Floorplan with the power grid:
The bar under the picture is 20 microns long. Pins as bars on the die edge.
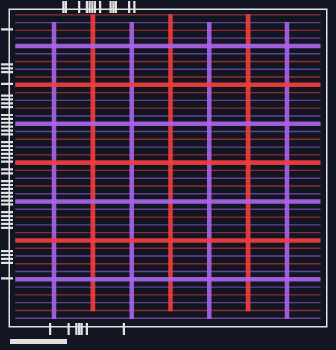
Placement by cell class:
Fill, decap, tap and diode cells in gray.
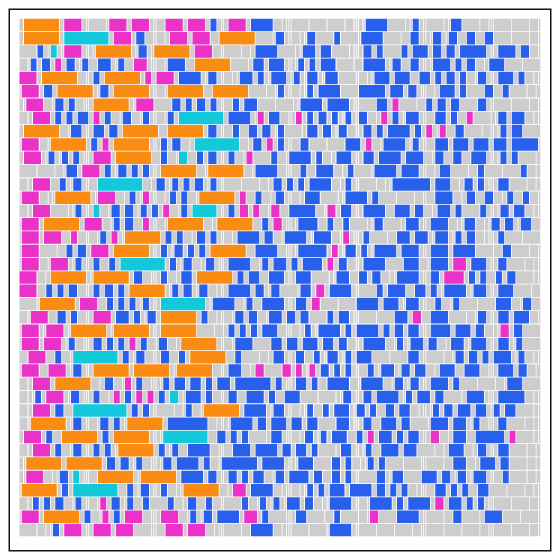
$ cat config.mk
export PLATFORM = sky130hd
export DESIGN_NAME = seq_alu
export DESIGN_NICKNAME = d
export VERILOG_FILES = /design/src/rtl/alu_pkg.sv /design/src/rtl/seq_muldiv.sv /design/src/rtl/seq_alu.sv
export SDC_FILE = /design/constraint.sdc
export NUM_CORES = 1
export LEC_CHECK = 0
export CAP_MARGIN = 20
export CELL_PAD_IN_SITES_DETAIL_PLACEMENT = 1
export CELL_PAD_IN_SITES_GLOBAL_PLACEMENT = 1
export CORE_MARGIN = 1.5
export CORE_UTILIZATION = 45
export DETAILED_ROUTE_END_ITERATION = 8
export GPL_TIMING_DRIVEN = 0
export PLACE_DENSITY_LB_ADDON = 0.1
export SLEW_MARGIN = 10
export SYNTH_ARGS = -nofsm -noshare
export SYNTH_HDL_FRONTEND = slang
export SYNTH_SLANG_ARGS = --single-unit
$ cat constraint.sdc
create_clock -name clock -period 8.5 [get_ports clock]
set_clock_uncertainty 0.15 [all_clocks]
set_input_delay 1.7 -clock clock [delete_from_list [all_inputs] [get_ports clock]]
set_output_delay 1.7 -clock clock [all_outputs]
set_load 0.01 [all_outputs]
$ cat src/rtl/alu_pkg.sv
// ----------------------------------------------------------------------------
// alu_pkg
// Shared definitions for the sequential ALU: operation encodings, FSM state
// encodings and the default datapath width.
// Configuration macro used by the importing RTL: SEQ_ALU_MULDIV_EN.
// ----------------------------------------------------------------------------
package alu_pkg;

  localparam int ALU_WIDTH = 16;

  typedef enum logic [2:0] {
    OP_ADD   = 3'd0,
    OP_SUB   = 3'd1,
    OP_AND   = 3'd2,
    OP_OR    = 3'd3,
    OP_PASSB = 3'd4,
    OP_INC   = 3'd5,
    OP_MUL   = 3'd6,
    OP_DIV   = 3'd7
  } op_e;

  typedef enum logic [1:0] {
    ST_IDLE = 2'd0,
    ST_EXEC = 2'd1,
    ST_ITER = 2'd2,
    ST_DONE = 2'd3
  } state_e;

  // True for the operations served by the iterative multiply/divide unit.
  function automatic logic op_is_iter(input op_e o);
    return (o == OP_MUL) || (o == OP_DIV);
  endfunction

endpackage

$ cat src/rtl/seq_muldiv.sv
// ----------------------------------------------------------------------------
// seq_muldiv
// Iterative unsigned multiply (shift-add) and divide (restoring), one bit per
// clock for ITER_CNT clocks after the load cycle. Only instantiated by
// seq_alu when SEQ_ALU_MULDIV_EN is defined.
// Ports:
//   clock, reset_n  - clock, synchronous active-low reset
//   start           - load operands and begin (one-cycle pulse)
//   div_sel         - 0: multiply, 1: divide
//   a, b            - multiplier/dividend, multiplicand/divisor
//   done            - high while the final value is available
//   result          - low product half or quotient
//   carry           - multiply only: upper product half is nonzero
//   div0            - divide with a zero divisor
// ----------------------------------------------------------------------------
module seq_muldiv
  import alu_pkg::*;
#(
  parameter int WIDTH    = ALU_WIDTH,
  parameter int ITER_CNT = ALU_WIDTH
) (
  input  logic             clock,
  input  logic             reset_n,
  input  logic             start,
  input  logic             div_sel,
  input  logic [WIDTH-1:0] a,
  input  logic [WIDTH-1:0] b,
  output logic             done,
  output logic [WIDTH-1:0] result,
  output logic             carry,
  output logic             div0
);

  localparam int CNT_W = $clog2(ITER_CNT + 1);

  // acc_r holds {partial product, multiplier} for MUL and
  // {remainder, dividend/quotient} for DIV; both shift one bit per step.
  logic [2*WIDTH-1:0] acc_r;
  logic [WIDTH-1:0]   opb_r;
  logic               div_r;
  logic               active_r;
  logic [CNT_W-1:0]   cnt_r;

  logic [WIDTH:0]     add_s;
  logic [WIDTH:0]     shl_s;
  logic [WIDTH:0]     diff_s;

  // Per-step arithmetic for both algorithms.
  always_comb begin
    add_s  = {1'b0, acc_r[2*WIDTH-1:WIDTH]} + {1'b0, opb_r};
    shl_s  = {acc_r[2*WIDTH-1:WIDTH], acc_r[WIDTH-1]};
    diff_s = shl_s - {1'b0, opb_r};
  end

  // Operand load, iteration and down-counter.
  always_ff @(posedge clock) begin
    if (!reset_n) begin
      acc_r    <= '0;
      opb_r    <= '0;
      div_r    <= 1'b0;
      active_r <= 1'b0;
      cnt_r    <= '0;
    end else if (start) begin
      acc_r    <= {{WIDTH{1'b0}}, a};
      opb_r    <= b;
      div_r    <= div_sel;
      active_r <= 1'b1;
      cnt_r    <= CNT_W'(ITER_CNT);
    end else if (active_r && (cnt_r != '0)) begin
      cnt_r <= cnt_r - CNT_W'(1);
      if (div_r) begin
        // Restore (keep the shifted remainder) when the trial subtract underflows.
        // A zero divisor never underflows, so the quotient fills with ones.
        if (diff_s[WIDTH]) begin
          acc_r <= {shl_s[WIDTH-1:0], acc_r[WIDTH-2:0], 1'b0};
        end else begin
          acc_r <= {diff_s[WIDTH-1:0], acc_r[WIDTH-2:0], 1'b1};
        end
      end else begin
        if (acc_r[0]) begin
          acc_r <= {add_s, acc_r[WIDTH-1:1]};
        end else begin
          acc_r <= {1'b0, acc_r[2*WIDTH-1:1]};
        end
      end
    end else if (active_r) begin
      // Final value was offered this cycle and is taken by the parent.
      active_r <= 1'b0;
    end else begin
      active_r <= 1'b0;
    end
  end

  assign done   = active_r && (cnt_r == '0);
  assign result = acc_r[WIDTH-1:0];
  assign carry  = !div_r && (acc_r[2*WIDTH-1:WIDTH] != '0);
  assign div0   = div_r && (opb_r == '0);

endmodule

$ cat src/rtl/seq_alu.sv
// ----------------------------------------------------------------------------
// seq_alu
// Sequential ALU for the accumulator datapath. Single-cycle ops run through
// EXEC (done 2 clocks after start); MUL/DIV run through ITER (done
// ITER_CNT+2 clocks after start) when SEQ_ALU_MULDIV_EN is defined.
// Without SEQ_ALU_MULDIV_EN, ops 6-7 pass operand_a through with div0 set.
// Ports:
//   clock, reset_n          - clock, synchronous active-low reset
//   start, op               - request and operation code (sampled in IDLE)
//   operand_a, operand_b    - AC value and data-bus value
//   busy, done              - not-IDLE indication, one-cycle completion pulse
//   result                  - registered result
//   zero, neg, carry, div0  - registered flags, updated on completion
// ----------------------------------------------------------------------------
module seq_alu
  import alu_pkg::*;
#(
  parameter int WIDTH    = ALU_WIDTH,
  parameter int ITER_CNT = ALU_WIDTH
) (
  input  logic             clock,
  input  logic             reset_n,
  input  logic             start,
  input  logic [2:0]       op,
  input  logic [WIDTH-1:0] operand_a,
  input  logic [WIDTH-1:0] operand_b,
  output logic             busy,
  output logic             done,
  output logic [WIDTH-1:0] result,
  output logic             zero,
  output logic             neg,
  output logic             carry,
  output logic             div0
);

  if (ITER_CNT != WIDTH) begin : g_bad_iter_cnt
    $error("seq_alu: ITER_CNT must equal WIDTH");
  end

  state_e           state_r, next_state_s;
  op_e              op_r;
  logic [WIDTH-1:0] a_r, b_r;
  logic [WIDTH-1:0] result_r;
  logic             zero_r, neg_r, carry_r, div0_r, busy_r, done_r;

  logic             accept_s, commit_s;
  logic [WIDTH:0]   sum_s;
  logic [WIDTH-1:0] exec_res_s, fin_res_s;
  logic             exec_carry_s, exec_div0_s, fin_carry_s, fin_div0_s;

`ifdef SEQ_ALU_MULDIV_EN
  logic             md_start_s, md_done_s, md_carry_s, md_div0_s;
  logic [WIDTH-1:0] md_result_s;

  seq_muldiv #(
    .WIDTH    (WIDTH),
    .ITER_CNT (ITER_CNT)
  ) u_muldiv (
    .clock   (clock),
    .reset_n (reset_n),
    .start   (md_start_s),
    .div_sel (op[0]),
    .a       (operand_a),
    .b       (operand_b),
    .done    (md_done_s),
    .result  (md_result_s),
    .carry   (md_carry_s),
    .div0    (md_div0_s)
  );
`endif

  assign accept_s = (state_r == ST_IDLE) && start;

  // Next-state logic and the completion strobe.
  always_comb begin
    next_state_s = state_r;
    commit_s     = 1'b0;
`ifdef SEQ_ALU_MULDIV_EN
    md_start_s   = 1'b0;
`endif
    case (state_r)
      ST_IDLE: begin
        if (start) begin
`ifdef SEQ_ALU_MULDIV_EN
          if (op_is_iter(op_e'(op))) begin
            next_state_s = ST_ITER;
            md_start_s   = 1'b1;
          end else begin
            next_state_s = ST_EXEC;
          end
`else
          next_state_s = ST_EXEC;
`endif
        end else begin
          next_state_s = ST_IDLE;
        end
      end
      ST_EXEC: begin
        next_state_s = ST_DONE;
        commit_s     = 1'b1;
      end
      ST_ITER: begin
`ifdef SEQ_ALU_MULDIV_EN
        if (md_done_s) begin
          next_state_s = ST_DONE;
          commit_s     = 1'b1;
        end else begin
          next_state_s = ST_ITER;
        end
`else
        next_state_s = ST_IDLE;
`endif
      end
      ST_DONE: next_state_s = ST_IDLE;
      default: next_state_s = ST_IDLE;
    endcase
  end

  // Single-cycle operations on the captured operands.
  always_comb begin
    sum_s        = '0;
    exec_res_s   = '0;
    exec_carry_s = 1'b0;
    exec_div0_s  = 1'b0;
    case (op_r)
      OP_ADD: begin
        sum_s        = {1'b0, a_r} + {1'b0, b_r};
        exec_res_s   = sum_s[WIDTH-1:0];
        exec_carry_s = sum_s[WIDTH];
      end
      OP_SUB: begin
        // Borrow shows up as bit WIDTH; carry means "no borrow".
        sum_s        = {1'b0, a_r} - {1'b0, b_r};
        exec_res_s   = sum_s[WIDTH-1:0];
        exec_carry_s = ~sum_s[WIDTH];
      end
      OP_AND:   exec_res_s = a_r & b_r;
      OP_OR:    exec_res_s = a_r | b_r;
      OP_PASSB: exec_res_s = b_r;
      OP_INC: begin
        sum_s        = {1'b0, a_r} + {{WIDTH{1'b0}}, 1'b1};
        exec_res_s   = sum_s[WIDTH-1:0];
        exec_carry_s = sum_s[WIDTH];
      end
      default: begin
        // MUL/DIV only reach EXEC when the iterative unit is absent.
        exec_res_s  = a_r;
        exec_div0_s = 1'b1;
      end
    endcase
  end

  // Select the value committed on completion.
  always_comb begin
    fin_res_s   = exec_res_s;
    fin_carry_s = exec_carry_s;
    fin_div0_s  = exec_div0_s;
`ifdef SEQ_ALU_MULDIV_EN
    if (state_r == ST_ITER) begin
      fin_res_s   = md_result_s;
      fin_carry_s = md_carry_s;
      fin_div0_s  = md_div0_s;
    end else begin
      fin_res_s   = exec_res_s;
      fin_carry_s = exec_carry_s;
      fin_div0_s  = exec_div0_s;
    end
`endif
  end

  // State, operand capture, registered result/flags and status outputs.
  always_ff @(posedge clock) begin
    if (!reset_n) begin
      state_r  <= ST_IDLE;
      op_r     <= OP_ADD;
      a_r      <= '0;
      b_r      <= '0;
      result_r <= '0;
      zero_r   <= 1'b0;
      neg_r    <= 1'b0;
      carry_r  <= 1'b0;
      div0_r   <= 1'b0;
      busy_r   <= 1'b0;
      done_r   <= 1'b0;
    end else begin
      state_r <= next_state_s;
      busy_r  <= (next_state_s != ST_IDLE);
      // The pulse follows the DONE state by one clock.
      done_r  <= (state_r == ST_DONE);
      if (accept_s) begin
        op_r <= op_e'(op);
        a_r  <= operand_a;
        b_r  <= operand_b;
      end
      if (commit_s) begin
        result_r <= fin_res_s;
        zero_r   <= (fin_res_s == '0);
        neg_r    <= fin_res_s[WIDTH-1];
        carry_r  <= fin_carry_s;
        div0_r   <= fin_div0_s;
      end
    end
  end

  assign busy   = busy_r;
  assign done   = done_r;
  assign result = result_r;
  assign zero   = zero_r;
  assign neg    = neg_r;
  assign carry  = carry_r;
  assign div0   = div0_r;

endmodule

==> flow_summary_export.csv <==
group,metric,value,unit
worst_setup_path,family_with_the_most_delay_on_the_worst_path,"AND-OR/OR-AND gates",
worst_setup_path,crit-reg2reg-launch,"a_r[5]$_SDFFE_PN0P_",
final_timing,final.setup.tns,0,ps
synth,yosysSeqAreaShare,21.95,%
final_timing,worstMarginPinSlew,773.9,ps
finish,design.final.nets,885,
clock_network,number_of_buffers_created_by_cts,9,
final_timing,max_slew_margin,48.09,%
drt,dr.first_iter.drc_count,410,
grt,grt_most_used_layer,"met2",
drt,drt-total-wl,20350,microns
place,globalplace.congestion,0.9478,
clock_network,htree_levels,3,
finish,layout_cells_excl_fill,943,
power_and_ir_drop,power,1.001,mW
finish,flow.area_growth_from_synthesis,20.39,%
status,status,"finished clean",
min_path,holdCritStartpoint,"result[7]$_SDFFE_PN0P_",
place,place.detailed.hpwl,15720,microns
worst_setup_path,worst_setup_path_start_kind,"flop",
floorplanning,fp-row-count,39,
drt,firstDrtPassIters,5,
grt,grt_start_max_net_pins,11,
synth,yosys.stat.chipArea,0.005199,sq mm
clock_network,clkLatencyLatePin,330,ps
finish,layout-drive-gt1-share,7.250,%
place,dp_slack,4649,ps
clock_network,tritoncts,"yes",
drt,route.layer.met1.wl,9113,microns
final_timing,final_slew_violations,0,
final_timing,timing.final.ws_setup,4633,ps
synth,number_of_standard_cells_reported_by_yosys,725,
worst_setup_path,cp.arrival,3990,ps
grt,groute.layer.met3.usage,5.763,%
grt,grt.overflow.total,0,
grt,grt.total_usage,33.66,%
floorplanning,chip_area,0.01221,sq mm
About 'floorplan with the power grid':
legend:
  VDD:
    color: red
  VSS:
    color: purple
signal pins: 60
met4 straps: 7
met5 straps: 7
rows: 39

About 'placement by cell class':
legend:
  flops:
    color: orange
    cells: 57
    share_of_their_area: 19%
  clock drivers and dummy loads:
    color: cyan
    cells: 16
    share_of_their_area: 4.8%
  combinational and other logic:
    color: blue
    cells: 615
    share_of_their_area: 63%
  other buffers and delay cells:
    color: magenta
    cells: 112
    share_of_their_area: 14%

## cells by family (layout without fill, tap and decap cells)
| kind of cell | Yosys count | after routing |
|---|---|---|
| buffers and inverters | 104 | 179 |
| adder cells (fa/ha/maj) | 52 | 52 |
| multiplexers | 1 | 1 |
| flip-flops | 57 | 57 |
| XOR/XNOR | 15 | 15 |
| AND/OR/NAND/NOR | 252 | 252 |
| AND-OR/OR-AND | 244 | 244 |
## area by class of cell
| type | count | area (sq um) |
|---|---|---|
| fill | 1442 | 5062 |
| multi-input combinational | 564 | 3628 |
| sequential | 57 | 1141 |
| timing repair buffer | 59 | 590.6 |
| clock buffer | 13 | 250.2 |
| buffer | 53 | 237.7 |
| inverter | 51 | 191.4 |
| tap | 143 | 178.9 |
| clock inverter | 3 | 40.04 |
## worst max-delay path by stage
| stage | depth (start not counted) | slack (ps) | end | start |
|---|---|---|---|---|
| finish | 12 | 4630 | zero$_SDFFE_PN0P_ | a_r[5]$_SDFFE_PN0P_ |
| global route | 12 | 4360 | zero$_SDFFE_PN0P_ | a_r[5]$_SDFFE_PN0P_ |
| CTS | 12 | 4700 | zero$_SDFFE_PN0P_ | a_r[5]$_SDFFE_PN0P_ |
| detailed placement | 8 | 4650 | zero$_SDFFE_PN0P_ | reset_n |
| global placement | 8 | 4660 | zero$_SDFFE_PN0P_ | reset_n |
| floorplan | 12 | 5490 | zero$_SDFFE_PN0P_ | a_r[8]$_SDFFE_PN0P_ |
## report_power, final
| part | internal [mW] | switching [mW] | leakage, nW |
|---|---|---|---|
| logic | 0.128 | 0.210 | 1.81 |
| registers | 0.285 | 0.0235 | 0.466 |
| clock network | 0.234 | 0.120 | 0.144 |
| total | 0.647 | 0.354 | 2.42 |
Power figures rest on the tool's default switching activity, not on a simulated workload.
